==> src/rtl/mcycle_sequencer.sv <==
// -----------------------------------------------------------------------------
// mcycle_sequencer
//
// Timing generator for the CPU control unit. It produces the one-hot T-step
// and one-hot M-cycle vectors that the per-opcode microcode blocks decode.
// The M-cycle count restarts at each instruction boundary. The boundary is
// flagged by the active microcode's IR-fetch output. The block also handles
// memory wait states, HALT, and the opcode fetch forced right after reset.
//
// Parameters
//   STEPS   T-steps per M-cycle (width of o_Cycle_Step), must be >= 2
//   COUNTS  maximum M-cycles per instruction (width of o_Cycle_Count)
//
// Ports
//   i_Clk               system clock
//   i_Reset_n           synchronous active-low reset, highest priority
//   i_Clk_En            T-step advance enable; gates every non-reset change
//   i_IR_Fetch          OR of all microcode IR-fetch outputs (last M-cycle)
//   i_Wait              memory not ready; stretches the last T-step
//   i_Halt              HALT decoded; sampled at the instruction boundary
//   i_Interrupt_Pending wakes the block from HALT
//   o_Cycle_Step        one-hot T-step
//   o_Cycle_Count       one-hot M-cycle index within the instruction
//   o_Active            microcode enable (RUN only)
//   o_Boot_Fetch        high during the single M-cycle that follows reset
//   o_Instr_Start       one-clock pulse on the first clock of a new instruction
//   o_Halted            block is in HALT
//   o_Fault             sticky M-cycle count overflow flag
//
// All outputs come straight from flops.
// -----------------------------------------------------------------------------
module mcycle_sequencer #(
    parameter int STEPS  = 4,
    parameter int COUNTS = 8
) (
    input  logic              i_Clk,
    input  logic              i_Reset_n,
    input  logic              i_Clk_En,
    input  logic              i_IR_Fetch,
    input  logic              i_Wait,
    input  logic              i_Halt,
    input  logic              i_Interrupt_Pending,
    output logic [STEPS-1:0]  o_Cycle_Step,
    output logic [COUNTS-1:0] o_Cycle_Count,
    output logic              o_Active,
    output logic              o_Boot_Fetch,
    output logic              o_Instr_Start,
    output logic              o_Halted,
    output logic              o_Fault
);

    typedef enum logic [1:0] {
        ST_BOOT = 2'd0,
        ST_RUN  = 2'd1,
        ST_HALT = 2'd2
    } state_t;

    localparam logic [STEPS-1:0]  STEP_FIRST  = STEPS'(1);
    localparam logic [COUNTS-1:0] COUNT_FIRST = COUNTS'(1);

    state_t            state_q, state_d;
    logic [STEPS-1:0]  step_q, step_d;
    logic [COUNTS-1:0] count_q, count_d;
    logic              fetch_q, fetch_d;
    logic              fault_q, fault_d;
    logic              start_d;

    // Fetch request that applies to this clock. It includes the live
    // i_IR_Fetch so that microcode can raise fetch on the final T-step.
    // BOOT always requests a fetch, which ends BOOT after one M-cycle.
    logic fetch_now;
    logic step_last;
    logic wait_hold;
    logic mcycle_end;

    always_comb begin
        fetch_now  = fetch_q
                   | (state_q == ST_BOOT)
                   | ((state_q == ST_RUN) & i_IR_Fetch);
        step_last  = step_q[STEPS-1];
        // Wait only takes effect on the last T-step.
        wait_hold  = step_last & i_Wait;
        mcycle_end = step_last & ~i_Wait;
    end

    // Next-state and next-datapath logic.
    always_comb begin
        state_d = state_q;
        step_d  = step_q;
        count_d = count_q;
        fetch_d = fetch_q;
        fault_d = fault_q;
        start_d = 1'b0;

        if (i_Clk_En) begin
            unique case (state_q)
                ST_BOOT, ST_RUN: begin
                    if (!wait_hold)
                        step_d = {step_q[STEPS-2:0], step_q[STEPS-1]};

                    fetch_d = fetch_now;

                    if (mcycle_end) begin
                        fetch_d = 1'b0;
                        if (fetch_now) begin
                            // Instruction boundary.
                            count_d = COUNT_FIRST;
                            if (i_Halt) begin
                                state_d = ST_HALT;
                            end else begin
                                state_d = ST_RUN;
                                start_d = 1'b1;
                            end
                        end else if (count_q[COUNTS-1]) begin
                            // The microcode never asserted fetch. Record the
                            // fault and treat this as a boundary so that the
                            // sequencer keeps cycling.
                            fault_d = 1'b1;
                            count_d = COUNT_FIRST;
                            start_d = 1'b1;
                        end else begin
                            count_d = count_q << 1;
                        end
                    end
                end

                ST_HALT: begin
                    step_d  = STEP_FIRST;
                    count_d = COUNT_FIRST;
                    fetch_d = 1'b0;
                    if (i_Interrupt_Pending) begin
                        state_d = ST_RUN;
                        start_d = 1'b1;
                    end
                end

                default: begin
                    state_d = ST_BOOT;
                    step_d  = STEP_FIRST;
                    count_d = COUNT_FIRST;
                    fetch_d = 1'b0;
                end
            endcase
        end
    end

    // State register. The status outputs are decoded from next-state so
    // that they change on the same edge as the state.
    always_ff @(posedge i_Clk) begin
        if (!i_Reset_n) begin
            state_q       <= ST_BOOT;
            step_q        <= STEP_FIRST;
            count_q       <= COUNT_FIRST;
            fetch_q       <= 1'b0;
            fault_q       <= 1'b0;
            o_Active      <= 1'b0;
            o_Boot_Fetch  <= 1'b1;
            o_Instr_Start <= 1'b0;
            o_Halted      <= 1'b0;
        end else begin
            state_q       <= state_d;
            step_q        <= step_d;
            count_q       <= count_d;
            fetch_q       <= fetch_d;
            fault_q       <= fault_d;
            o_Active      <= (state_d == ST_RUN);
            o_Boot_Fetch  <= (state_d == ST_BOOT);
            o_Instr_Start <= start_d;
            o_Halted      <= (state_d == ST_HALT);
        end
    end

    assign o_Cycle_Step  = step_q;
    assign o_Cycle_Count = count_q;
    assign o_Fault       = fault_q;

endmodule

==> config.mk <==
export PLATFORM = sky130hd
export DESIGN_NAME = mcycle_sequencer
export DESIGN_NICKNAME = d
export VERILOG_FILES = /design/src/rtl/mcycle_sequencer.sv
export SDC_FILE = /design/constraint.sdc
export NUM_CORES = 1
export LEC_CHECK = 0
export ABC_CLOCK_PERIOD_IN_PS = 2100
export CAP_MARGIN = 30
export CORE_MARGIN = 2
export CORE_UTILIZATION = 48
export CTS_CLUSTER_SIZE = 40
export DETAILED_ROUTE_END_ITERATION = 8
export PLACE_DENSITY = 0.88
export SLEW_MARGIN = 10
export SYNTH_ARGS = -nofsm -noshare
export SYNTH_HDL_FRONTEND = slang
export SYNTH_SLANG_ARGS = --single-unit
==> constraint.sdc <==
create_clock -name i_Clk -period 2.1 [get_ports i_Clk]
set_input_delay 0.21 -clock i_Clk [delete_from_list [all_inputs] [get_ports i_Clk]]
set_output_delay 0.21 -clock i_Clk [all_outputs]
set_load 0.01 [all_outputs]
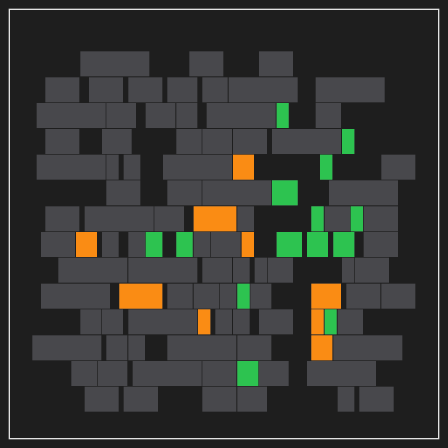
Run 1: gate families picked out
Key: orange = NOR gates [cells 9]; green = NAND gates [cells 14]
Non-Filler Instances: 122
Commonest Layout Cell: clkdlybuf4s50_1

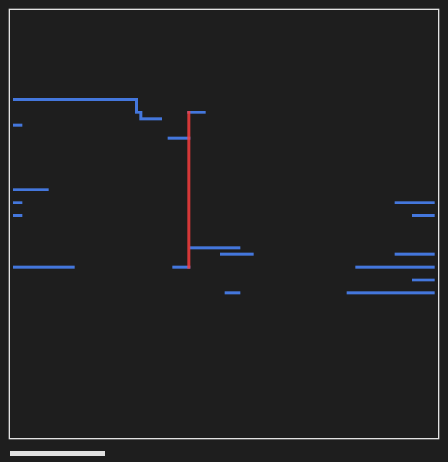
Run 1: wiring by layer
The bar under the picture is 10 um long. Only two layers are drawn.
Key: red = met4 [wire length 16.3 um]; blue = met3 [wire length 73.1 um]
DR vias: 698
Tot GR Track Use: 17.7%

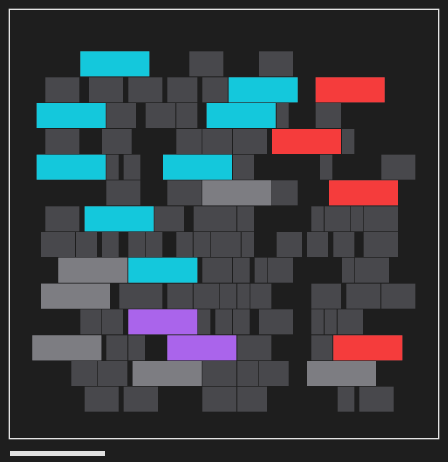
Run 1: where the registers sit
The bar under the picture is 10 um long.
Key: purple = `state_q` [flops 2]; red = `o_Cycle_Step` [flops 4]; cyan = `o_Cycle_Count` [flops 8]
Another 6 sequential cells are not colored.
fraction of area in registers: 37.9%
final core occ: 68.5%
FF/Latch Area: 400 um2
Seq power: 0.391 mW

-- run 1: logic make-up (layout without fill, tap and decap cells) --
group	count (synthesis)	after routing	synth area share, %
compound gates	27	27	22.8
buf+inv	8	29	4.93
flops	20	20	49.3
simple gates	30	30	23.0
-- run 1: layout make-up --
| cell class | count | share of cell area, % |
|---|---|---|
| flip-flops and latches | 20 | 37.9 |
| multi-input cells | 57 | 35.2 |
| repair buffers | 23 | 21.8 |
| clock buffers | 3 | 2.13 |
| well taps | 16 | 1.90 |
| inverters | 3 | 1.07 |
-- run 1: sequential cells by signal, indices dropped and copies added, names as in the netlist --
name and count:
state_q 2, o_Cycle_Step 4, o_Cycle_Count 8, o_Fault 1, o_Active 1, fetch_q 1, o_Halted 1, o_Boot_Fetch 1
o_Instr_Start 1
-- run 1: layer usage --
| layer | vias to the layer above | track usage (%) | share of wire, % |
|---|---|---|---|
| met1 | 326 | 23.6 | 48 |
| met3 | 3 | 3.60 | 4.6 |
| met5 | - | 0 | 0 |
| li1 | 348 | - | - |
| met2 | 21 | 28.0 | 46 |
| met4 | 0 | 7.06 | 1.0 |
-- run 1: cells in the final DEF (no fill, tap or decap), types with 3 or more instances in the layout --
master and instances:
clkdlybuf4s50_1 23, a21boi_0 3, inv_1 3, nor2_1 3
a21oi_1 6, dfxtp_1 20, nor2b_1 3, o21ai_0 4
nand2_1 7, a22o_1 5, clkbuf_4 3
-- run 1: per-stage QoR --
step | hold slack, ps | instances | setup WS [ps]
global route | 498 | 122 | 370
global placement | 458 | 119 | 345
detailed placement | 461 | 119 | 278
CTS | 476 | 122 | 579
finish | 471 | 122 | 564
floorplan | 372 | 85 | 786
-- run 1: worst paths after layout --
kind                          from                to  slack, ps  cells after the start
setup / recovery          i_Clk_En  o_Cycle_Count[6]        560                      5
hold / removal    o_Cycle_Count[0]  o_Cycle_Count[0]        470                      2
hold reg to reg   o_Cycle_Count[0]  o_Cycle_Count[0]        470                      2
setup reg to reg        state_q[0]  o_Cycle_Count[6]        640                      4
-- run 1: worst max-delay path: stages --
cell	delay, ps
clkdlybuf4s50_1	670
nand3b_1	140
nor4_2	230
and3b_1	350
a32o_1	170
-- run 1: power breakdown --
group	leakage [nW]	switching (mW)	internal, mW
Combinational	0.209	0.0229	0.0265
Sequential	0.162	0.00546	0.385
Clock	0.0138	0.113	0.0669
Total	0.385	0.141	0.478
==> CHANGELOG.md, run 1 <==
### Changed

- Status: completed
- Cts-stage hold buffer count: 0
- Crit Path Max Fanout: 11
- Post-DP Area: between 1000 and 1500 um2
- Top cells by count: dfxtp_1, nand2_1, a21oi_1
- Die Span X: 45.1 um
- Drt initial violations: 9
- Data arrival time of the worst path: approximately 1800 ps
- Post-route ant nets: 0
- Depth of the CTS H-tree: 1
- Leakage power: between 0.3 and 0.4 nW
- Period minus WS final: 1540 ps
- DIE AREA: 2040 um2
- Max Root-Sink Buffers: 2
- FILL cells: 129
- Fin nets: 115
- Maximum VDD drop: 0.000451 V
- Ys flops: 20
- Clk_lat worst skew: 300 ps
- N_diodes: 0
- Synth Warn #: 0
- Final instance area: 1060 um2
- Pwr Density: between 500 and 600 nW/um2
- Most numerous cell in the Yosys netlist: dfxtp_1
- Comb area: 372 um2
- Cell Type Count: 32
- Clock net sink count: 20
- Sequential area share after synthesis: 49.3%
- DRC Markers: 0
- Iteration tally of the first detailed-router pass: 4
- Vias in the first global route: ~620
- Post-synth EDFFs: 0
- Most used DFF post-synth: dfxtp_1
- Routed len/inst: 13.1 um
- GP Congestion: 0.790
- Fin. Hold Viols: 0
- Setup Fix Bufs, Post-CTS: 0
- CP Launch Type: input port
- Post-synth ARST share: 0%
- Post-DR vias/cell: 5.72
- IO Pins: 24
- Hold Path Class: reg -> reg
- Setup-failing EPs final: 0
- Initial antenna violation count: 0
- Syn nets: 92
- Ys cells: ~85
- Remaining Overflow, GRT: 0
- CTS tree: built
- Post-DP HPWL: 1.18 mm
- Relative slew slack: approximately 71%
- Largest net degree at the start of global routing: 15
- Core Region: 1540 um2
- Fmax: between 0.6 and 0.7 GHz
- Yosys chip area: 812 um2
- Top cells by area: dfxtp_1, a22o_1, a21oi_1
- Max-cap viol count: 0
- CP endpoint kind: register
- Clock Pin Slew Worst Setup and Hold Paths: 110 ps
- Share of cells above drive strength 1: about 6.6%
- Netlist Area Pre-Place: 812 um2
- Area leader, netlist: dfxtp_1
- CTS buffer count: 3
- Layout Skew: 4.80 ps
- Root Buffer: clkbuf_4
- Avg Cell Area, Syn: ~9.6 um2
- Actual slew at the worst max-slew pin: 438 ps
- RSZ-0062 raised after global routing: no
- Post_cts resized: 0
- Starting Density: a little over half
- Final Power: 0.620 mW
- First-pass GRT wire length: 2.62 mm
Run 1, placement by cell class:
The bar under the picture is 10 um long.
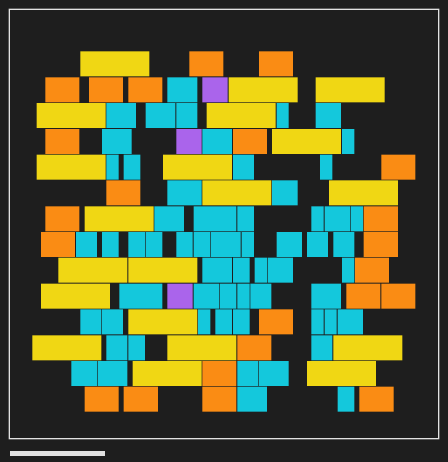

## Run 2: what changed since run 1
--- a/config.mk
+++ b/config.mk
@@ -5,13 +5,13 @@
 export SDC_FILE = /design/constraint.sdc
 export NUM_CORES = 1
 export LEC_CHECK = 0
-export ABC_CLOCK_PERIOD_IN_PS = 2100
+export ABC_CLOCK_PERIOD_IN_PS = 1300
 export CAP_MARGIN = 30
 export CORE_MARGIN = 2
-export CORE_UTILIZATION = 48
+export CORE_UTILIZATION = 40
 export CTS_CLUSTER_SIZE = 40
 export DETAILED_ROUTE_END_ITERATION = 8
-export PLACE_DENSITY = 0.88
+export PLACE_DENSITY = 0.79
 export SLEW_MARGIN = 10
 export SYNTH_ARGS = -nofsm -noshare
 export SYNTH_HDL_FRONTEND = slang
==> constraint.sdc (replaced) <==
create_clock -name i_Clk -period 1.3 [get_ports i_Clk]
set_input_delay 0.13 -clock i_Clk [delete_from_list [all_inputs] [get_ports i_Clk]]
set_output_delay 0.13 -clock i_Clk [all_outputs]
set_load 0.01 [all_outputs]
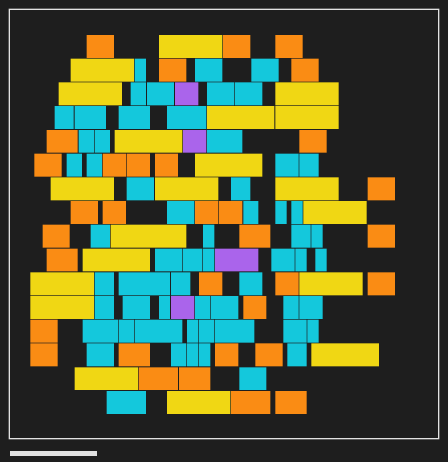
Run 2: placement by cell class
The bar under the picture is 10 um long.
Key: orange = other buffers and delay cells [cells 33]; cyan = all other logic [cells 60]; yellow = flip-flops [cells 20]; purple = clock drivers and dummy loads [cells 4]
final instance area: 1190 um2
final core occ: 61.4%
Core Region: 1940 um2
fraction of area in registers: 34.4%
row cnt: 16

==> CHANGELOG.md, run 2 <==
### Changed

- Status: completed
- Sequential area share after synthesis: 49.3% (unchanged)
- GP Congestion: 0.780 (-1.3%)
- Data arrival time of the worst path: 1500 ps (-280 ps)
- Fmax: 0.773 GHz
- Maximum VDD drop: 0.000742 V (+65%)
- RR Endpoint: o_Halted
- FILL cells: 183 (+42%)
- Vias in the first global route: 740 (+19%)
- Period minus WS final: 1290 ps
- Post-synth EDFFs: 0 (unchanged)
- First-pass GRT wire length: 3.24 mm (+23%)
- Synth Warn #: 0 (unchanged)
- Reg2Reg Setup Slack: 6 ps (-630 ps)
- Root Buffer: clkbuf_4
- Post-route ant nets: 0 (unchanged)
- CTS buffer count: 3 (unchanged)
- Remaining Overflow, GRT: 0 (unchanged)
- Hold endpoint: o_Cycle_Step[0]
- Post-synth ARST share: 0% (unchanged)
- DR vias: 738 (+5.7%)
- Most used DFF post-synth: dfxtp_1
- Clock net sink count: 20 (unchanged)
- Clock Pin Slew Worst Setup and Hold Paths: 120 ps (about the same)
- RSZ-0062 raised after global routing: yes
- Netlist Area Pre-Place: 812 um2 (unchanged)
- Leakage power: 0.541 nW (+40%)
- Largest register FFs: 8 (unchanged)
- Number of placed cells counting well taps: 140 (+18%)
- Relative slew slack: 83.7% (+13 points)
- DIE AREA: 2410 um2 (+18%)
- Ys cells: 85 (unchanged)
- CP Launch Type: register
- Path depth of the worst reg2reg path: 4 (unchanged)
- CP endpoint kind: register
- Drt initial violations: 12 (+3)
- Worst reg2reg path startpoint: state_q[0]
- Setup-failing EPs final: 0 (unchanged)
- Fin. Hold Viols: 0 (unchanged)
- WHS Path Cells: 2 (unchanged)
- Top cells by count: dfxtp_1, nand2_1, a21oi_1
-- run 2: worst max path at each step --
stage | from | endpoint | slack, ps | depth (start not counted)
floorplan | state_q[0] | o_Boot_Fetch | 20 | 4
global placement | i_Wait | o_Cycle_Count[1] | -300 | 5
detailed placement | i_Wait | o_Cycle_Count[5] | -320 | 5
CTS | fetch_q | o_Halted | 1 | 4
global route | state_q[0] | o_Halted | -30 | 4
finish | state_q[0] | o_Halted | 6 | 4
-- run 2: critical path, delay by kind of cell (launching register included) --
| family | cells | cell delay, ps |
|---|---|---|
| AOI/OAI and AO/OA | 2 | 360 |
| DFF | 1 | 370 |
| and+or+nand+nor | 2 | 480 |
-- run 2: layer usage --
layer	vias to the layer above	wire length [um]	GRT usage (%)
met4	0	59	10.0
met5	-	0	0
li1	370	-	-
met1	337	878	20.9
met3	8	69	3.68
met2	23	919	27.4
-- run 2: cell families after synthesis --
logic type,count (synthesis),synth area share (%)
AOI/OAI and AO/OA,27,22.8
and+or+nand+nor,30,23.0
DFF,20,49.3
buffers and inverters,8,4.93
-- run 2: timing repair --
action,CTS,global route
setup endpoints to repair,27,15
hold endpoints to repair,0,0
resized,21,15
pin swaps,4,2
-- run 2: cell type report --
class | instances | area (um2) | share of cell area [%]
flip-flops and latches | 20 | 410 | 34.4
clock buffers | 4 | 36.3 | 3.04
repair buffers | 33 | 292 | 24.4
multi-input cells | 57 | 409 | 34.3
inverters | 3 | 11.3 | 0.944
well taps | 27 | 33.8 | 2.83
-- run 2: power breakdown --
part | internal [mW] | total (mW) | switching, mW | leakage [nW]
clock network | 0.171 | 0.370 | 0.199 | 0.0210
registers | 0.621 | 0.630 | 0.00899 | 0.165
logic | 0.0516 | 0.0946 | 0.0430 | 0.354
-- run 2: stage by stage --
stage	area [um2]	worst slack, ps	TNS (ps)	utilization [%]
after detailed placement	1120	-318	-4200	57.9
after floorplan	813	21.2	0	-
after global routing	1190	-29.7	-70.3	61.4
final	1190	5.64	0	61.4
after CTS	1150	1.29	0	59.1
after global placement	1120	-298	-3930	57.9
Run 2, wiring by layer:
The bar under the picture is 10 um long. Only two layers are drawn.
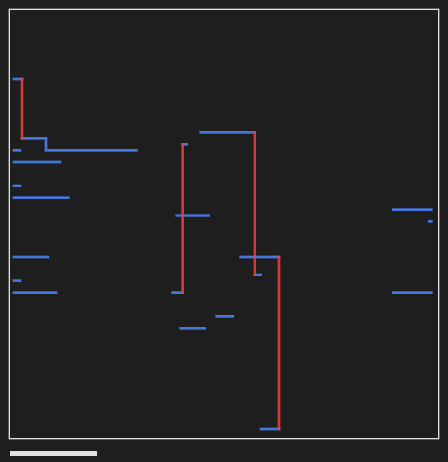

## Run 3: what changed since run 2
--- a/config.mk
+++ b/config.mk
@@ -5,6 +5,7 @@
 export SDC_FILE = /design/constraint.sdc
 export NUM_CORES = 1
 export LEC_CHECK = 0
+export ABC_AREA = 1
 export ABC_CLOCK_PERIOD_IN_PS = 1300
 export CAP_MARGIN = 30
 export CORE_MARGIN = 2
@@ -12,7 +13,7 @@
 export CTS_CLUSTER_SIZE = 40
 export DETAILED_ROUTE_END_ITERATION = 8
 export PLACE_DENSITY = 0.79
-export SLEW_MARGIN = 10
+export SLEW_MARGIN = 30
 export SYNTH_ARGS = -nofsm -noshare
 export SYNTH_HDL_FRONTEND = slang
 export SYNTH_SLANG_ARGS = --single-unit
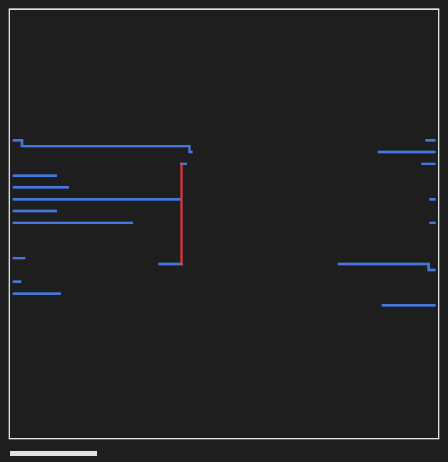
Run 3: wiring by layer
The bar under the picture is 10 um long. Only two layers are drawn.
Key: red = met4 [wire length 11.6 um]; blue = met3 [wire length 107 um]
routed len/inst: 10.6 um
WL final: 1.67 mm
Tot GR Track Use: 15.3%

==> CHANGELOG.md, run 3 <==
### Changed

- Root Buffer: clkbuf_4
- Largest register FFs: 8 (unchanged)
- Leakage power: 0.605 nW (+12%)
- Post-route ant nets: 0 (unchanged)
- Sequential area share after synthesis: 48.6% (-0.67 points)
- First-pass GRT wire length: 2.93 mm (-9.6%)
- Mapped Cells: ~96
- Switch share: 24.1% (+1.1 points)
- Most used DFF post-synth: dfxtp_1
- Relative slew slack: 82.8% (-0.82 points)
- Top Layout Cells: dfxtp_1, inv_1, dlygate4sd2_1
- Top cells by count: dfxtp_1, inv_1, nand2_1
- Clock power share: 31.3% (-2.5 points)
- Post-DP Area: 1140 um2 (+1.7%)
- Data arrival time of the worst path: 1430 ps (-70 ps)
- Setup crit start: o_Cycle_Step[3]
- CP endpoint kind: register
- Layout Skew: 13.2 ps
- DR vias: 721 (-2.3%)
- Commonest Layout Cell: dfxtp_1
- Reg power frac: 55.9% (-1.7 points)
- Fmax: 0.839 GHz (+8.6%)
- CP Launch Type: register
- NetSw: 0.277 mW (+10%)
- Number of placed cells counting well taps: 153 (+9.3%)
- Hold Path Class: reg -> reg
- Final instance area: 1180 um2 (-0.63%)
- Final core occ: 61.0% (-0.39 points)
- Clock net sink count: 20 (unchanged)
- Vias in the first global route: 690 (-6.8%)
- Final worst setup slack: 108 ps (+103 ps)
- Internal: 0.873 mW (+3.5%)
- Status: completed
- IO Pins: 24
- Post-synth EDFFs: 0 (unchanged)
- Synth Warn #: 0 (unchanged)
- GP Congestion: 0.863 (+11%)
- Most numerous cell in the Yosys netlist: dfxtp_1
- Setup-failing EPs final: 0 (unchanged)
- DIE AREA: 2440 um2 (+1.3%)
- Starting Density: 42.4%
- Row cnt: 16 (unchanged)
- Largest delay contributor family on the critical path: simple AND/OR/NAND/NOR gates
- Drt initial violations: 2 (-10)
- Netlist Area Pre-Place: 823 um2 (+1.4%)
- Cts-stage hold buffer count: 0
- Post-place setup slack: -144 ps (+174 ps)
- Combinational Power Share: 12.8% (+4.2 points)
- Pwr Density: 970 nW/um2
- Post-layout period usage of the worst path: about 92%
- Initial antenna violation count: 0
- Sum of negative setup slack: 0 ps (unchanged)
- Tool Warnings: 26
- Crit path buffers/inverters: 2 (+2)
- Max Root-Sink Buffers: 2
- Worst reg2reg path startpoint: o_Cycle_Step[3]
- Area Overhead vs Synth: 43.9%
- Period minus WS final: 1190 ps (-103 ps)
- Depth of the CTS H-tree: 1
- Yosys chip area: slightly above 800 um2
- Maximum VDD drop: 0.000685 V (-7.7%)
- Core Region: 1940 um2 (unchanged)
- Fin. Hold Viols: 0 (unchanged)
- CP Class: reg -> reg
- Ys cells: 96 (+13%)
- CP cell instances: inv_2 -> nor2_2 -> buf_4 -> a21oi_1 -> nor2_1 -> nand2_2 -> nor2_2 -> and2_1
- CTS buffer count: 3 (unchanged)
- Post-synth ARST share: 0% (unchanged)
- Remaining Overflow, GRT: 0 (unchanged)
- Max-area cell share: 48.6%
- Clock Pin Slew Worst Setup and Hold Paths: 120 ps (about the same)
- Post-DP HPWL: 1.29 mm
run 3: cell count changes in the layout (fill, tap and decap cells not counted), moves of 4 or more:
cell / previous run / this run
o22ai_1: 0 / 7
a22o_1: 5 / 0
nand2_2: 0 / 5
inv_1: 3 / 15
dfxtp_2: 5 / 1
nor2_1: 3 / 8
dfxtp_1: 14 / 18
run 3: repair_timing:
action	in CTS	in global routing
endpoints found under the setup margin	12	16
gates resized	13	8
buffers inserted	0	0
run 3: worst paths after layout:
| check | end | slack [ps] | cells past startpoint |
|---|---|---|---|
| worst min-delay path | o_Fault | 450 | 2 |
| worst min register to register | o_Fault | 450 | 2 |
| worst max-delay path | o_Halted | 110 | 8 |
| worst max register to register | o_Halted | 110 | 8 |
run 3: worst reg2reg max path, cell delays in order (launching register included):
cell and delay, ps:
dfxtp_4 390, inv_2 40, nor2_2 100, buf_4 120, a21oi_1 50, nor2_1 130, nand2_2 80, nor2_2 90
and2_1 120
run 3: final cells by class:
type | instances | area (um2)
fill | 179 | 757
sequential | 20 | 405
multi-input combinational | 56 | 348
timing repair buffer | 31 | 288
inverter | 19 | 73.8
clock buffer | 4 | 36.3
tap | 27 | 33.8
run 3: power groups by stage:
stage / clock [mW] / sequential (mW) / combinational [mW]
6_report: 0.359 / 0.643 / 0.147
5_1_grt: 0.406 / 0.646 / 0.163
4_1_cts: 0.367 / 0.644 / 0.149
3_5_place_dp: 0 / 0.658 / 0.155
3_3_place_gp: 0 / 0.657 / 0.153
2_1_floorplan: 0 / 0.664 / 0.0709
run 3: logic make-up after synthesis:
logic type,after synthesis,share of synthesized area [%]
AND/OR/NAND/NOR,37,25.4
flip-flops,20,48.6
buffers and inverters,20,9.57
AND-OR/OR-AND,19,16.4
run 3: per-layer routing:
metal | up-vias | global-route usage (%) | wire length [um]
met4 | 0 | 4.29 | 11
li1 | 382 | - | -
met2 | 18 | 25.7 | 799
met1 | 319 | 19.0 | 754
met5 | - | 0 | 0
met3 | 2 | 4.29 | 107
No activity file was given, so power comes from the tool's default toggle rates.
